### Met1 routing, run 1

Cells faint in the background.
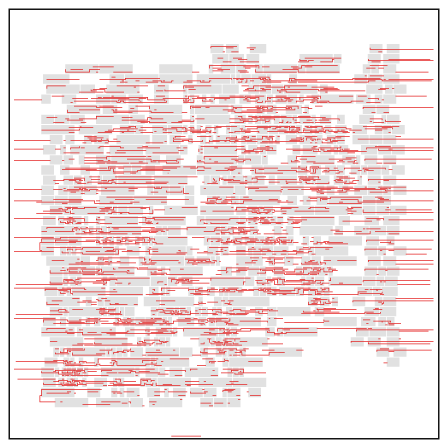
### Met2 routing, run 1

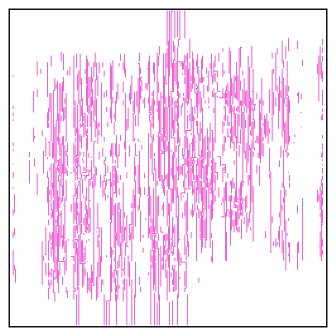
### Met3 routing, run 1

Cells faint in the background.
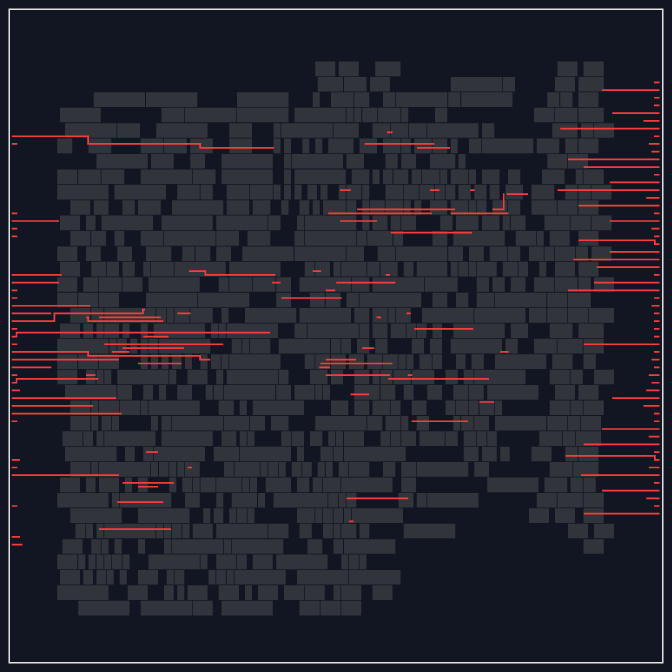
==> src/rtl/imem_boot_loader.sv <==
// imem_boot_loader
//   Power-up instruction memory loader. Receives a byte stream, a 4-byte
//   little-endian length header N (in words) followed by N little-endian
//   32-bit words. Each word is written into instruction memory. The core is
//   held in stall until the whole program has been loaded. After that, the
//   memory address port is handed to the core fetch PC.
//
//   Optional feature, selected by the macro IMEM_LOAD_CSUM_EN:
//     When defined, a 4-byte little-endian trailer follows the last word.
//     It must equal the mod-2^32 sum of all written words. A match goes to
//     DONE. A mismatch goes to ERR, and the memory is not rolled back.
//     When undefined, there is no CSUM state and no sum register.
//
// Parameters:
//   DEPTH_WORDS  instruction memory depth in words (maximum program length)
//   CNT_W        width of the word counter and the stored length
//
// Ports:
//   clk        system clock, rising edge
//   rst_n      asynchronous active-low reset
//   start      single-cycle pulse; begins a (re)load from IDLE/DONE/ERR
//   rx_data    stream byte
//   rx_valid   rx_data valid
//   rx_ready   loader accepts a byte (transfer on rx_valid && rx_ready)
//   cpu_pc     core fetch byte address
//   mem_addr   byte address to instruction memory (cpu_pc once loaded)
//   mem_we     write strobe, one cycle per word
//   mem_wdata  assembled word
//   cpu_stall  1 = core must not fetch/advance
//   load_done  program loaded, core running
//   load_err   load aborted
module imem_boot_loader #(
  parameter int DEPTH_WORDS = 64,
  parameter int CNT_W       = 16
) (
  input  logic        clk,
  input  logic        rst_n,
  input  logic        start,
  input  logic [7:0]  rx_data,
  input  logic        rx_valid,
  output logic        rx_ready,
  input  logic [31:0] cpu_pc,
  output logic [31:0] mem_addr,
  output logic        mem_we,
  output logic [31:0] mem_wdata,
  output logic        cpu_stall,
  output logic        load_done,
  output logic        load_err
);

  typedef enum logic [2:0] {
    IDLE,
    HDR,
    LOAD,
    WRITE,
    DONE,
`ifdef IMEM_LOAD_CSUM_EN
    CSUM,
`endif
    ERR
  } state_t;

  state_t           state;
  logic [23:0]      hdr;       // first three bytes of a header/trailer, LSB first
  logic [1:0]       byte_idx;
  logic [CNT_W-1:0] word_idx;
  logic [CNT_W-1:0] len;
`ifdef IMEM_LOAD_CSUM_EN
  logic [31:0]      sum;
`endif

  logic        accept;
  logic [31:0] hdr_full;
  logic        len_bad;
  logic        last_word;

  assign accept    = rx_valid && rx_ready;
  // The 4th byte is still on rx_data, so the complete value is formed here.
  assign hdr_full  = {rx_data, hdr};
  assign len_bad   = (hdr_full == 32'd0) ||
                     (hdr_full > 32'(DEPTH_WORDS)) ||
                     ((hdr_full >> CNT_W) != 32'd0);
  assign last_word = (word_idx == len - CNT_W'(1));

  // Only the address is combinational, so fetch sees memory with zero latency.
  assign mem_addr  = (state == DONE) ? cpu_pc : (32'(word_idx) << 2);

  always_ff @(posedge clk or negedge rst_n) begin
    if (!rst_n) begin
      state     <= IDLE;
      hdr       <= '0;
      byte_idx  <= '0;
      word_idx  <= '0;
      len       <= '0;
      rx_ready  <= 1'b0;
      mem_we    <= 1'b0;
      mem_wdata <= '0;
      cpu_stall <= 1'b1;
      load_done <= 1'b0;
      load_err  <= 1'b0;
`ifdef IMEM_LOAD_CSUM_EN
      sum       <= '0;
`endif
    end else begin
      mem_we <= 1'b0;
      case (state)
        IDLE, DONE, ERR: begin
          if (start) begin
            state     <= HDR;
            rx_ready  <= 1'b1;
            cpu_stall <= 1'b1;
            load_done <= 1'b0;
            load_err  <= 1'b0;
            byte_idx  <= '0;
`ifdef IMEM_LOAD_CSUM_EN
            sum       <= '0;
`endif
          end
        end

        HDR: begin
          if (accept) begin
            hdr      <= {rx_data, hdr[23:8]};
            byte_idx <= byte_idx + 2'd1;
            if (byte_idx == 2'd3) begin
              if (len_bad) begin
                state    <= ERR;
                rx_ready <= 1'b0;
                load_err <= 1'b1;
              end else begin
                state    <= LOAD;
                len      <= hdr_full[CNT_W-1:0];
                word_idx <= '0;
                byte_idx <= '0;
              end
            end
          end
        end

        LOAD: begin
          if (accept) begin
            mem_wdata[{byte_idx, 3'b000} +: 8] <= rx_data;
            byte_idx <= byte_idx + 2'd1;
            if (byte_idx == 2'd3) begin
              state    <= WRITE;
              rx_ready <= 1'b0;
              mem_we   <= 1'b1;
            end
          end
        end

        WRITE: begin
`ifdef IMEM_LOAD_CSUM_EN
          sum <= sum + mem_wdata;
`endif
          if (last_word) begin
`ifdef IMEM_LOAD_CSUM_EN
            state     <= CSUM;
            rx_ready  <= 1'b1;
`else
            state     <= DONE;
            cpu_stall <= 1'b0;
            load_done <= 1'b1;
`endif
          end else begin
            state    <= LOAD;
            rx_ready <= 1'b1;
            word_idx <= word_idx + CNT_W'(1);
          end
        end

`ifdef IMEM_LOAD_CSUM_EN
        CSUM: begin
          if (accept) begin
            hdr      <= {rx_data, hdr[23:8]};
            byte_idx <= byte_idx + 2'd1;
            if (byte_idx == 2'd3) begin
              rx_ready <= 1'b0;
              if (hdr_full == sum) begin
                state     <= DONE;
                cpu_stall <= 1'b0;
                load_done <= 1'b1;
              end else begin
                state    <= ERR;
                load_err <= 1'b1;
              end
            end
          end
        end
`endif

        default: begin
          state    <= IDLE;
          rx_ready <= 1'b0;
        end
      endcase
    end
  end

endmodule
==> config.mk <==
export PLATFORM = sky130hd
export DESIGN_NAME = imem_boot_loader
export DESIGN_NICKNAME = d
export VERILOG_FILES = /design/src/rtl/imem_boot_loader.sv
export SDC_FILE = /design/constraint.sdc
export NUM_CORES = 1
export LEC_CHECK = 0
export CAP_MARGIN = 10
export CORE_MARGIN = 8
export CORE_UTILIZATION = 53
export CTS_BUF_LIST = sky130_fd_sc_hd__clkbuf_4
export DETAILED_ROUTE_END_ITERATION = 12
export PLACE_DENSITY = 0.83
export SYNTH_ARGS = -nofsm -noshare
export SYNTH_HDL_FRONTEND = slang
export SYNTH_SLANG_ARGS = --single-unit
export TNS_END_PERCENT = 20
==> constraint.sdc <==
create_clock -name clk -period 3.4 [get_ports clk]
set_input_delay 0.51 -clock clk [delete_from_list [all_inputs] [get_ports clk]]
set_output_delay 0.51 -clock clk [all_outputs]
set_load 0.05 [all_outputs]
==> Changelog: implementation, run 1 <==
### Changed

- Run status: finished clean
- Total sequential power: 1510 uW
- Power consumption: ~3000 uW
- Count of instantiated cells in the yosys netlist: approximately 550
- Power Combinational: 749 uW
- Number of gates given a new drive strength after cts: 0
- Clock tree from TritonCTS: yes
- Slew of the pin with the lowest slew margin: between 0.9 and 1 ns
- Share of the clock period used by the worst path after layout: 0.9542
- Clock input transition at the sequential cells of the worst setup and hold paths: between 0.15 and 0.2 ns
- Peak supply drop: ~0.32 mV
- Sequential share of power: 0.509
- Number of flops mapped to enable cells by yosys: 0
- Total area of sequential cells: between 0.002 and 0.0025 mm^2
- Number of antenna violations at the first check in global routing: 0
- Total buffers and inverters traversed by the critical path: 3
- Setup repair after global routing missed its margin: no
- Leakage power figure: around 0.0029 uW
- DRC violations left: 0
- Cell area after layout: 0.006749 mm^2
- Avg Synthesized Cell Area: between 9 and 10 um^2
- Post-layout min period: approximately 3.2 ns
- Worst reg2reg startpoint: len[0]
- FF+latch count, synth: 98
- Switching power share of the total: 0.3218
About 'Met1 routing':
- main direction: horizontal
- share of all routed wire: 43%
- longest straight run: 22.1 um
- wire length on this layer: 5880 um
- nets with wire on the layer: 629

About 'Met2 routing':
- nets with wire on the layer: 620
- wire length on this layer: 6710 um
via total after detailed routing: 4581
total routed wirelength: 13.82 mm
fraction of met2 tracks used by global routing: 0.3671

About 'Met3 routing':
- main direction: horizontal
- share of all routed wire: 7.1%
- longest straight run: 44.6 um
- wire length on this layer: 978 um
met3 Use GR: 0.04674

[run 1: cells by family after synthesis]
logic type | synth area share
AND-OR/OR-AND | 0.1228
XOR/XNOR | 0.03028
adder cells (fa/ha/maj) | 0.01923
buffers and inverters | 0.02596
flip-flops | 0.4713
multiplexers | 0.09229
AND/OR/NAND/NOR | 0.2382
[run 1: state kept, by name, indices dropped and copies added, names as in the netlist]
register / count
load_err: 1
cpu_stall: 1
mem_wdata: 32
mem_we: 1
hdr: 24
byte_idx: 2
len: 16
rx_ready: 1
word_idx: 16
load_done: 1
state: 3
[run 1: final cells by class]
type	count	area share
clock inverter	6	0.01316
tap	133	0.02466
sequential	98	0.3636
clock buffer	10	0.01112
inverter	8	0.004449
timing repair buffer	129	0.1921
multi-input combinational	415	0.3910
[run 1: cell usage after synthesis (8+ instances only)]
cell type | count | share of area
sky130_fd_sc_hd__o21ai_1 | 8 | 0.0077
sky130_fd_sc_hd__o31ai_1 | 9 | 0.013
sky130_fd_sc_hd__xnor2_1 | 11 | 0.019
sky130_fd_sc_hd__nand2_1 | 107 | 0.077
sky130_fd_sc_hd__nor3_1 | 13 | 0.012
sky130_fd_sc_hd__and2_1 | 25 | 0.030
sky130_fd_sc_hd__inv_1 | 8 | 0.0058
sky130_fd_sc_hd__or4_1 | 10 | 0.014
sky130_fd_sc_hd__ha_1 | 8 | 0.019
sky130_fd_sc_hd__dfrtp_1 | 97 | 0.47
sky130_fd_sc_hd__nand3_1 | 8 | 0.0077
sky130_fd_sc_hd__a21oi_1 | 17 | 0.016
sky130_fd_sc_hd__clkbuf_1 | 22 | 0.016
sky130_fd_sc_hd__mux2_2 | 40 | 0.087
sky130_fd_sc_hd__nor4_1 | 8 | 0.0096
sky130_fd_sc_hd__o21ai_0 | 45 | 0.043
sky130_fd_sc_hd__nor2_1 | 16 | 0.012
==> run 2, diff against run 1 <==
--- a/config.mk
+++ b/config.mk
@@ -7,10 +7,11 @@
 export LEC_CHECK = 0
 export CAP_MARGIN = 10
 export CORE_MARGIN = 8
-export CORE_UTILIZATION = 53
+export CORE_UTILIZATION = 48
 export CTS_BUF_LIST = sky130_fd_sc_hd__clkbuf_4
 export DETAILED_ROUTE_END_ITERATION = 12
-export PLACE_DENSITY = 0.83
+export PLACE_DENSITY = 0.79
+export SKIP_CTS_REPAIR_TIMING = 1
 export SYNTH_ARGS = -nofsm -noshare
 export SYNTH_HDL_FRONTEND = slang
 export SYNTH_SLANG_ARGS = --single-unit
==> constraint.sdc (replaced) <==
create_clock -name clk -period 2.89 [get_ports clk]
set_input_delay 0.4335 -clock clk [delete_from_list [all_inputs] [get_ports clk]]
set_output_delay 0.4335 -clock clk [all_outputs]
set_load 0.05 [all_outputs]
==> run 2 against run 1 <==
Compared with the run above: the run now ends with setup timing left; sequential share of layout area down 1.7 points; sequential power up 18%; utilization fell by 3.8 points; via count grew 2.1%; register-to-register slack got worse by 0.23 ns; first-iteration DRC count up 13%.
==> Changelog: implementation, run 2 <==
### Changed

- Power consumption: 3295 uW
- Setup slack of the critical path after layout: -0.01890 ns
- Clock tree from TritonCTS: yes
- Top cells by area: sky130_fd_sc_hd__dfrtp_1 (47%), sky130_fd_sc_hd__mux2_2 (8.7%), sky130_fd_sc_hd__nand2_1 (7.7%), sky130_fd_sc_hd__o21ai_0 (4.3%), sky130_fd_sc_hd__and2_1 (3.0%)
- Setup repair after global routing missed its margin: yes
- Total buffers and inverters traversed by the critical path: 3
- Post-layout min period: around 2.9 ns
- Post-route worst hold slack: a little under 0.5 ns
- FF+latch count, synth: between 90 and 100
- Peak supply drop: between 0.4 and 0.5 mV
- Biggest area consumer among synthesized cells: sky130_fd_sc_hd__dfrtp_1
- Post-Synth AOI/OAI Area: 0.1228
- Yosys Chip Area: ~0.0052 mm^2
- Number of antenna violations at the first check in global routing: 0
- Count of instantiated cells in the yosys netlist: around 550
- Cell area after layout: slightly above 0.007 mm^2
- Failing checks: setup timing
- Flip-flop count of the largest register, all copies and words added: 32
- Post-DP Area: between 0.006 and 0.007 mm^2
- Maximum clock insertion buffer count: 2
- Main kind of combinational logic by area: simple AND/OR/NAND/NOR gates
- Clock input transition at the sequential cells of the worst setup and hold paths: around 0.15 ns
- Yosys adder share: 0.01923
- Endpoints failing hold: 0
- Leakage power figure: between 0.002 and 0.003 uW
- Share of the synthesized area in the top cell type: 0.4662
- Share of the clock period used by the worst path after layout: 1.007
- Mux frac, synth: 0.09229
- Number of flops mapped to enable cells by yosys: 0
- Run status: complete, but fails checks
- Biggest register: mem_wdata
- Most instantiated cells after synthesis: sky130_fd_sc_hd__nand2_1 (107), sky130_fd_sc_hd__dfrtp_1 (97), sky130_fd_sc_hd__o21ai_0 (45), sky130_fd_sc_hd__mux2_2 (40), sky130_fd_sc_hd__and2_1 (25)
- Most frequent cell after synthesis: sky130_fd_sc_hd__nand2_1
- Avg Synthesized Cell Area: 9.518 um^2
- Worst reg2reg startpoint: len[1]
- Placer's final routability congestion estimate: approximately 0.87
- Xor+xnor area frac: 0.03028
- Count of endpoints failing setup in the final report: 3
- Slew of the pin with the lowest slew margin: ~0.83 ns
- Basic-gate share of the synthesized area counting and, or, nand and nor cells: 0.2382
[run 2: cell counts after synthesis]
No cell type changed its count.
[run 2: report_power, final]
part / internal, uW / switching [uW] / leakage, uW
sequential: 1580 / 200 / 0.00125
combinational: 447 / 452 / 0.00163
clock: 166 / 453 / 0.0000542
total: 2190 / 1110 / 0.00293
[run 2: cell type report]
type	instances	area (um^2)	share of cell area
Multi-Input combinational cell	415	2700	0.3813
Sequential cell	98	2456	0.3468
Timing Repair Buffer	158	1617	0.2283
Tap cell	140	175.2	0.02473
Clock buffer	9	67.56	0.009541
Clock inverter	7	36.28	0.005124
Inverter	8	30.03	0.004240
[run 2: layer usage]
metal / wire (um) / vias up
met5: 0 / -
met4: 313 / 0
met3: 1015 / 26
met2: 6864 / 183
met1: 6285 / 2242
li1: - / 2228
[run 2: worst max path at each step]
stage,endpoint,slack (ns),cells after the start
3_3_place_gp,word_idx[15],-0.16,9
4_1_cts,word_idx[0],-0.07,13
6_report,word_idx[9],-0.02,12
3_5_place_dp,word_idx[15],-0.26,9
5_1_grt,word_idx[13],-0.17,12
2_1_floorplan,word_idx[14],0.22,12
[run 2: worst reg2reg max path: stages (launching register included)]
cell                       delay (ns)
sky130_fd_sc_hd__dfrtp_2         0.48
sky130_fd_sc_hd__inv_2           0.09
sky130_fd_sc_hd__ha_4            0.16
sky130_fd_sc_hd__nor3b_1         0.31
sky130_fd_sc_hd__nand4b_1        0.25
sky130_fd_sc_hd__mux2_2          0.29
sky130_fd_sc_hd__a21o_1          0.10
sky130_fd_sc_hd__o21a_1          0.19
sky130_fd_sc_hd__nor3_2          0.07
sky130_fd_sc_hd__buf_4           0.15
sky130_fd_sc_hd__buf_6           0.13
sky130_fd_sc_hd__or4_1           0.48
sky130_fd_sc_hd__a21oi_2         0.15
### M4 wires, run 2

The bar under the picture is 20 um long. Cells faint in the background.
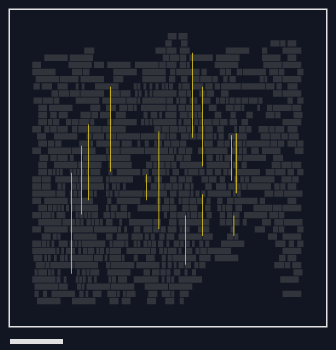
- main direction: vertical
- longest straight run: 38.1 um
total routed wirelength: 14.48 mm
via total after detailed routing: 4679

### Routing congestion, run 2

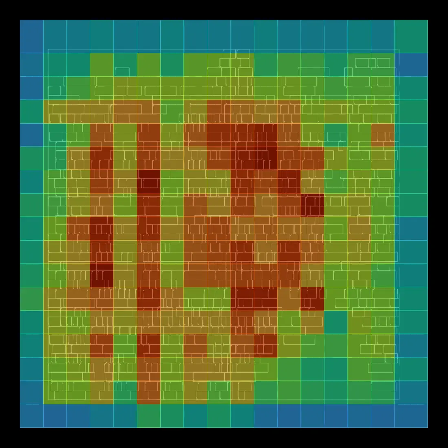
fraction of met2 tracks used by global routing: 0.3332
met3 Use GR: 0.04838
Finished Core Util: 0.6620
GR met1 Demand/Resource: 0.2502

==> run 3, diff against run 2 <==
--- a/config.mk
+++ b/config.mk
@@ -5,7 +5,6 @@
 export SDC_FILE = /design/constraint.sdc
 export NUM_CORES = 1
 export LEC_CHECK = 0
-export CAP_MARGIN = 10
 export CORE_MARGIN = 8
 export CORE_UTILIZATION = 48
 export CTS_BUF_LIST = sky130_fd_sc_hd__clkbuf_4
### M4 wires, run 3

The bar under the picture is 20 um long. Cells faint in the background.
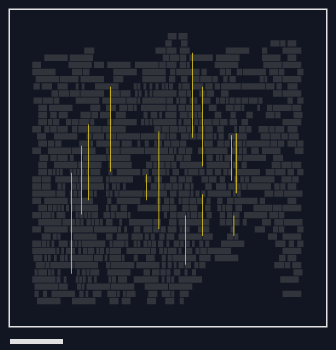
- share of all routed wire: 2.2%
- nets with wire on the layer: 10
- longest straight run: 38.1 um

==> run 3 against run 2 <==
Compared with the run above: the run still ends with setup timing left; critical path depth unchanged; register-to-register slack barely moved; via count stayed put; clock skew unchanged; maximum frequency is the same; flip-flop count is the same; sequential share of layout area did not move; clock power is essentially flat; non-clock buffer count stayed put; area after synthesis unchanged; first-iteration DRC count unchanged; hold slack stayed put.
==> Changelog: implementation, run 3 <==
### Changed

- Clock group share of total power: 0.188
- Number of top-level pins: roughly 110
- Avg Synthesized Cell Area: around 9.5 um^2
- Count of endpoints failing setup in the final report: 3
- Count of instantiated cells in the yosys netlist: around 550
- Worst reg2reg startpoint: len[1]
- Most frequent cell after synthesis: sky130_fd_sc_hd__nand2_1
- Sequential share of power: 0.539
- P_sw: between 1000 and 1500 uW
- Total buffers and inverters traversed by the critical path: 3
- Leakage power figure: 0.002933 uW
- Most instantiated cells after synthesis: sky130_fd_sc_hd__nand2_1 (107), sky130_fd_sc_hd__dfrtp_1 (97), sky130_fd_sc_hd__o21ai_0 (45), sky130_fd_sc_hd__mux2_2 (40), sky130_fd_sc_hd__and2_1 (25)
- Cell area after layout: around 0.007 mm^2
- Post-DP Area: between 0.006 and 0.007 mm^2
- Setup slack of the critical path after layout: -0.01890 ns
- Run status: complete, but fails checks
- Clock input transition at the sequential cells of the worst setup and hold paths: 0.15 ns
- Placer's final routability congestion estimate: ~0.87
- Levels on crit path: 12
- Count of final max-slew check failures: 0
- Failing checks: setup timing
- Top flop regs: mem_wdata: 32 flops, hdr: 24 flops
- Yosys Chip Area: approximately 0.0052 mm^2
- Power in the clock group: 619 uW
- Biggest register: mem_wdata
- Switching power share of the total: 0.3356
- Clock tree from TritonCTS: yes
- Peak supply drop: about 0.4 mV
- Power Combinational: 899 uW
- Number of flops mapped to enable cells by yosys: 0
- Proportion of power drawn by combinational gates: 0.273
- DRC violations left: 0
- Internal Pwr Total: around 2200 uW
- Maximum clock insertion buffer count: 2
- Via total after detailed routing: 4679
- Share of the clock period used by the worst path after layout: 1.007
- Share of the synthesized area in the top cell type: 0.4662
- Biggest area consumer among synthesized cells: sky130_fd_sc_hd__dfrtp_1
- Slew of the pin with the lowest slew margin: 0.8261 ns
- Top cells by area: sky130_fd_sc_hd__dfrtp_1 (47%), sky130_fd_sc_hd__mux2_2 (8.7%), sky130_fd_sc_hd__nand2_1 (7.7%), sky130_fd_sc_hd__o21ai_0 (4.3%), sky130_fd_sc_hd__and2_1 (3.0%)
### Routing congestion, run 3

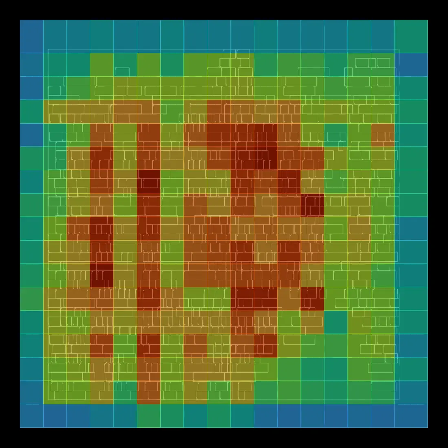
peak-usage layer in the global routing report: met2
average detailed-routed wire length per instance: 17.34 um
all-layer global routing usage: 0.2016

## run 3: cell counts in the layout (fill, tap and decap cells not counted)
Identical to the previous run, type by type.
## run 3: how the worst max path moves through the flow
stage | endpoint | startpoint | slack [ns]
floorplan | word_idx[14] | len[0] | 0.22
global placement | word_idx[15] | rx_data[3] | -0.16
detailed placement | word_idx[15] | rx_data[3] | -0.26
CTS | word_idx[0] | len[1] | -0.07
global route | word_idx[13] | len[1] | -0.17
finish | word_idx[9] | len[1] | -0.02
## run 3: per-layer routing
layer  track usage  vias to the layer above  wire length [um]
met4       0.07884                        0               313
met3       0.04838                       26              1015
met1        0.2502                     2242              6285
met5             0                        -                 0
li1              -                     2228                 -
met2        0.3332                      183              6864
## run 3: layout make-up
class	count	area, um^2	share of cell area
repair buffers	158	1617	0.2283
clock inverters	7	36.28	0.005124
well taps	140	175.2	0.02473
flip-flops and latches	98	2456	0.3468
inverters	8	30.03	0.004240
clock buffers	9	67.56	0.009541
multi-input cells	415	2700	0.3813
## run 3: through the flow
stage	setup slack [ns]	util	power (uW)	hold slack, ns
after floorplan	0.2189	-	2358	0.1379
after detailed placement	-0.2579	0.6422	2699	0.4693
after CTS	-0.06836	0.6519	3309	-0.04465
after global placement	-0.1567	0.6422	2654	0.4626
final	-0.01890	0.6620	3295	0.4964
after global routing	-0.1677	0.6620	3491	0.5243
## run 3: logic make-up (layout without fill, tap and decap cells)
group | Yosys count | in the layout | synth area share
flops | 98 | 98 | 0.4713
compound gates | 108 | 108 | 0.1228
mux | 43 | 43 | 0.09229
fa+ha+maj | 8 | 8 | 0.01923
xor+xnor | 18 | 18 | 0.03028
buf+inv | 34 | 182 | 0.02596
simple gates | 238 | 238 | 0.2382
Power figures rest on the tool's default switching activity, not on a simulated workload.
